### src/rtl/vga_sync_gen.sv
// 640x480@60 Hz VGA timing generator: pixel/line counters plus registered
// display-enable, sync and frame-start decode aligned with hpos/vpos.
module vga_sync_gen #(
  parameter int   H_DISPLAY   = 640,
  parameter int   H_FRONT     = 16,
  parameter int   H_SYNC      = 96,
  parameter int   H_BACK      = 48,
  parameter int   V_DISPLAY   = 480,
  parameter int   V_FRONT     = 10,
  parameter int   V_SYNC      = 2,
  parameter int   V_BACK      = 33,
  parameter logic SYNC_ACTIVE = 1'b0
) (
  input  logic       clk,
  input  logic       rst_n,
  input  logic       ena,
  output logic [9:0] hpos,
  output logic [9:0] vpos,
  output logic       de,
  output logic       hsync,
  output logic       vsync,
  output logic       frame_start
);

  // Totals must fit in 10 bits; the counters are sized for 800x525.
  localparam int H_TOTAL = H_DISPLAY + H_FRONT + H_SYNC + H_BACK;
  localparam int V_TOTAL = V_DISPLAY + V_FRONT + V_SYNC + V_BACK;

  localparam logic [9:0] H_LAST     = 10'(H_TOTAL - 1);
  localparam logic [9:0] V_LAST     = 10'(V_TOTAL - 1);
  localparam logic [9:0] H_VIS      = 10'(H_DISPLAY);
  localparam logic [9:0] V_VIS      = 10'(V_DISPLAY);
  localparam logic [9:0] HS_START   = 10'(H_DISPLAY + H_FRONT);
  localparam logic [9:0] HS_END     = 10'(H_DISPLAY + H_FRONT + H_SYNC);
  localparam logic [9:0] VS_START   = 10'(V_DISPLAY + V_FRONT);
  localparam logic [9:0] VS_END     = 10'(V_DISPLAY + V_FRONT + V_SYNC);

  logic [9:0] h_nxt;
  logic [9:0] v_nxt;
  logic       frame_wrap;
  logic       de_nxt;
  logic       hsync_nxt;
  logic       vsync_nxt;

  // NOTE: every always_comb output gets a default first, so no path through
  // the if/else can leave a variable unassigned and infer a latch.
  always_comb begin
    h_nxt      = hpos + 10'd1;
    v_nxt      = vpos;
    frame_wrap = 1'b0;
    if (hpos == H_LAST) begin
      h_nxt = '0;
      if (vpos == V_LAST) begin
        v_nxt      = '0;
        frame_wrap = 1'b1;
      end else begin
        v_nxt = vpos + 10'd1;
      end
    end
  end

  // Decode works on the next counter values so the registered flags line up
  // with the registered counters in the same cycle.
  always_comb begin
    de_nxt    = (h_nxt < H_VIS) && (v_nxt < V_VIS);
    hsync_nxt = ((h_nxt >= HS_START) && (h_nxt < HS_END)) ? SYNC_ACTIVE : ~SYNC_ACTIVE;
    vsync_nxt = ((v_nxt >= VS_START) && (v_nxt < VS_END)) ? SYNC_ACTIVE : ~SYNC_ACTIVE;
  end

  // NOTE: sequential state uses non-blocking assignments so every register
  // samples the pre-edge values, independent of statement order.
  always_ff @(posedge clk or negedge rst_n) begin
    if (!rst_n) begin
      hpos        <= '0;
      vpos        <= '0;
      de          <= 1'b1;
      hsync       <= ~SYNC_ACTIVE;
      vsync       <= ~SYNC_ACTIVE;
      frame_start <= 1'b0;
    end else if (ena) begin
      hpos        <= h_nxt;
      vpos        <= v_nxt;
      de          <= de_nxt;
      hsync       <= hsync_nxt;
      vsync       <= vsync_nxt;
      frame_start <= frame_wrap;
    end
  end

endmodule

### config.mk
export PLATFORM = sky130hd
export DESIGN_NAME = vga_sync_gen
export DESIGN_NICKNAME = d
export VERILOG_FILES = /design/src/rtl/vga_sync_gen.sv
export SDC_FILE = /design/constraint.sdc
export NUM_CORES = 1
export LEC_CHECK = 0
export ABC_AREA = 1
export CORE_MARGIN = 2
export CORE_UTILIZATION = 53
export DETAILED_ROUTE_END_ITERATION = 16
export HOLD_SLACK_MARGIN = 0.03
export PLACE_DENSITY_LB_ADDON = 0.3
export SLEW_MARGIN = 40
export SYNTH_ARGS = -nofsm -noshare
export SYNTH_HDL_FRONTEND = slang
export SYNTH_SLANG_ARGS = --single-unit
export TNS_END_PERCENT = 100
### constraint.sdc
create_clock -name clk -period 2 [get_ports clk]
set_input_delay 0.5 -clock clk [delete_from_list [all_inputs] [get_ports clk]]
set_output_delay 0.5 -clock clk [all_outputs]
set_load 0.1 [all_outputs]
### I/O pins on the die edge

Pins as bars across the die edge, other pins in grey.
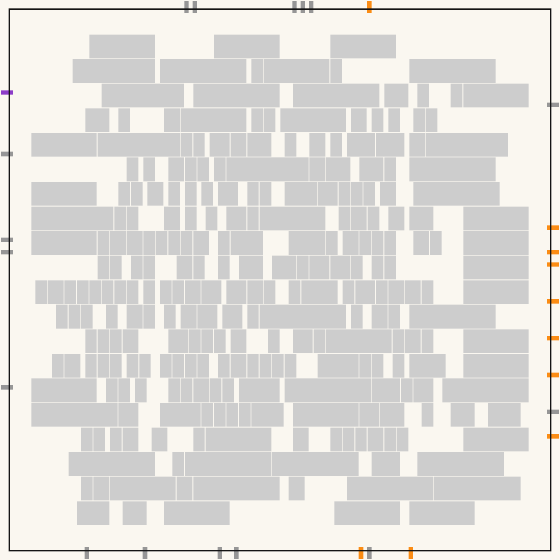
Purple marks clk, pins 1, direction input, edge left. Orange marks hpos, pins 10, direction output, edge 7 right, 2 bottom, 1 top.
All pins by edge: 9 right, 7 bottom, 6 top, 5 left.
I/O Buffers: 26
Die Ht: 59.80 um
die width: 59.80 um

### Clock wires, drivers and flops

The bar under the picture is 20 um long.
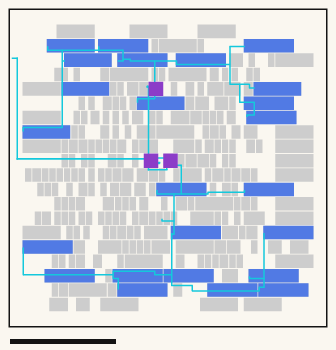
Cyan marks clock wires, length 292 um. Blue marks flip-flops, count 24. Purple marks clock-net drivers, count 3.
There are 4 routed clock nets. Position of the flops: widely spread.
Clock net power: 221 uW
clock power share: 8.6%

### Placement view

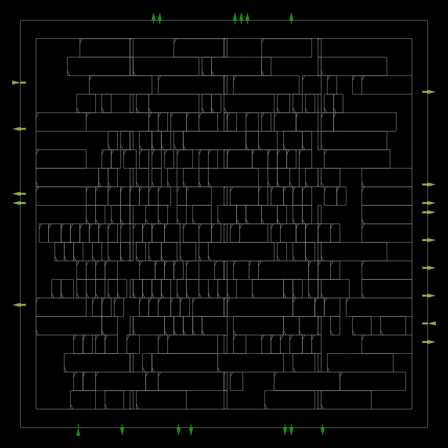
TAP cells: 33
fillers: 220

### Placement density heat map

The die is cut into 12 by 12 equal tiles; white is low, dark blue is high, 0 to 100% covered.
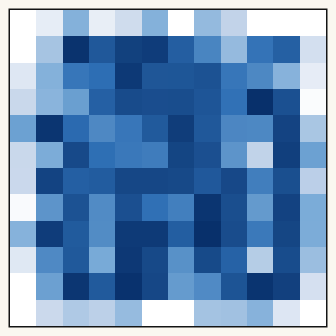
7.6% of the tiles are nearly empty. The mean over all tiles is 61%. The densest ninth of the die: centre. 44% of the tiles are over 75% full. The fullest tile reaches 100%.
core area: 0.003003 mm^2
initial core utilization: 54.96%
Util after Layout: 74.13%

==> cells in the final DEF (no fill, tap or decap) <==
cell type         n
a21oi_1           3
nor2_8            2
nand2_1          79
nor2_1           23
inv_2             1
nand3_2           2
nor2_2            3
clkbuf_4          3
clkbuf_1          1
o21ai_0          15
nand4_1           6
dfrtp_2          15
nor4_1            1
mux2i_1           1
o21a_1            1
clkinv_1          1
nand3b_1          1
nor3_1            3
buf_4             3
dfstp_2           3
clkdlybuf4s50_1   2
nand2_4           2
o21bai_1          1
nand2_2           4
nor2_4            1
ha_1              3
xor2_1            4
or2_2             2
nand3_1          18
buf_12           24
inv_1            30
dfrtp_1           6
o31ai_1           2
==> power groups by stage <==
stage,combinational (uW),clock [uW],sequential (uW)
final,1550,221,805
after global routing,1640,237,822
after CTS,1560,224,804
after detailed placement,1560,0,813
after global placement,1540,0,805
after floorplan,369,0,1420
==> worst min-delay path by stage <==
stage / end / startpoint / slack, ns
2_1_floorplan: frame_start$_DFFE_PN0P_ / rst_n / 0.20
3_3_place_gp: de$_DFFE_PN1P_ / de$_DFFE_PN1P_ / 0.49
3_5_place_dp: de$_DFFE_PN1P_ / de$_DFFE_PN1P_ / 0.50
4_1_cts: de$_DFFE_PN1P_ / de$_DFFE_PN1P_ / 0.52
5_1_grt: vpos[2]$_DFFE_PN0P_ / rst_n / 0.54
6_report: de$_DFFE_PN1P_ / de$_DFFE_PN1P_ / 0.51
==> cell families (layout without fill, tap and decap cells) <==
family                   count (synthesis)  in the layout
AND-OR/OR-AND                           22             22
XOR/XNOR                                 4              4
adder cells (fa/ha/maj)                  3              3
buffers and inverters                   38             65
flip-flops                              24             24
multiplexers                             1              1
AND/OR/NAND/NOR                        147            147
==> routing by layer <==
| metal | track usage (%) | part of all wire, % | vias to the layer above |
|---|---|---|---|
| li1 | - | - | 803 |
| met1 | 29.40 | 44 | 751 |
| met2 | 42.55 | 51 | 29 |
| met3 | 3.896 | 3.3 | 8 |
| met4 | 7.937 | 1.6 | 0 |
| met5 | 0 | 0 | - |
==> registers in the layout (all words and copies together) (netlist names) <==
| register | cells |
|---|---|
| hpos | 10 |
| vpos | 10 |
| de | 1 |
| frame_start | 1 |
| hsync | 1 |
| vsync | 1 |
==> layout make-up <==
class | instances | area (um^2)
inverters | 32 | 120.1
fillers | 220 | 777.0
flip-flops and latches | 24 | 623.1
well taps | 33 | 41.29
repair buffers | 29 | 523.0
clock buffers | 4 | 26.28
multi-input cells | 177 | 892.1
==> through the flow <==
| step | util, % | total power (uW) | std cells | instance area [um^2] | hold slack (ns) |
|---|---|---|---|---|---|
| after global routing | 74.13 | 2700 | 299 | 2226 | 0.5397 |
| after CTS | 74.13 | 2587 | 299 | 2226 | 0.5184 |
| after global placement | 73.25 | 2342 | 295 | 2200 | 0.4862 |
| final | 74.13 | 2579 | 299 | 2226 | 0.5134 |
| after floorplan | - | 1793 | 239 | 1669 | 0.2044 |
| after detailed placement | 73.25 | 2370 | 295 | 2200 | 0.4983 |
==> critical path: cells and delay by family, from the launching register on <==
kind	cells	cell delay, ns
adder cells (fa/ha/maj)	1	0.20
buffers and inverters	1	0.04
flip-flops	1	0.45
AND/OR/NAND/NOR	10	1.02
==> results.yml <==
# generated from flow reports
synth:
  synth_warnings: 0
  edf_count: 0
  async_flop_share_pct: 100.0
  synth_area_mm2: 0.001650
  synth_area_per_cell_um2: 6.905
  ys_cells: 239
  synth_top_flop_cell: "dfrtp_1"
  top_logic_kind: "simple AND/OR/NAND/NOR gates"
  yosysMostFrequentCell: "nand2_1"
placed_design:
  place_worst_setup_slack_ns: 0.2230
  gp_congestion: 0.9012
timing:
  fin_tns_setup_ns: 0
  worst_pin_slew_ns: 0.3467
  finalCritPeriodShare_pct: 88.26
  finalMaxSlewViolations: 0
  finClkSkew_ns: 0.007678
  layout_min_cycle_time_ns: 1.765
detailed_routing:
  wire_per_inst_um: 12.43
  first_pass_iters: 4
  remaining_drc_errors: 0
  antenna_left: 0
  via_per_inst: 5.321
  vias: 1591
setup_path:
  crit_path_start: "hpos[0]$_DFFE_PN0P_"
  path_cells: "ha_1, nand2_2, nor2_8, nand2_4, nor2_8, nand3_1, nand2_1, nand3_1, nor2_1, nand3_1, nand2_1, inv_1"
  reg2reg_from: "hpos[0]$_DFFE_PN0P_"
  endpoint: "vsync$_DFFE_PN1P_"
  r2r_cells: 12
  crit_path_start_kind: "register"
  cp_max_fo: 8
  crit_path_top_delay_cell: "dfrtp_2"
global_route:
  track_usage_pct: 24.03
  grt_pass1_wl_mm: 6.624
  antenna_found_initial: 0
clock_tree:
  clock_latency_ns: 0.31
  cts-htree-levels: 1
  cts_setup_buffers: 0
  numCtsBuffers: 3
power:
  sw_frac_of_total_pct: 53.60
  ir_worst_vdd_mv: 0.5413
  p_leak_uw: 0.001083
  pwr-share-seq_pct: 31.2
  internal_power_uw: 1196
run:
  log.warning_count: 27
floorplanning:
  num_rows: 20
  die_area_mm2: 0.003576
run_status:
  status: "complete, no violations"
No activity file was given, so power comes from the tool's default toggle rates.
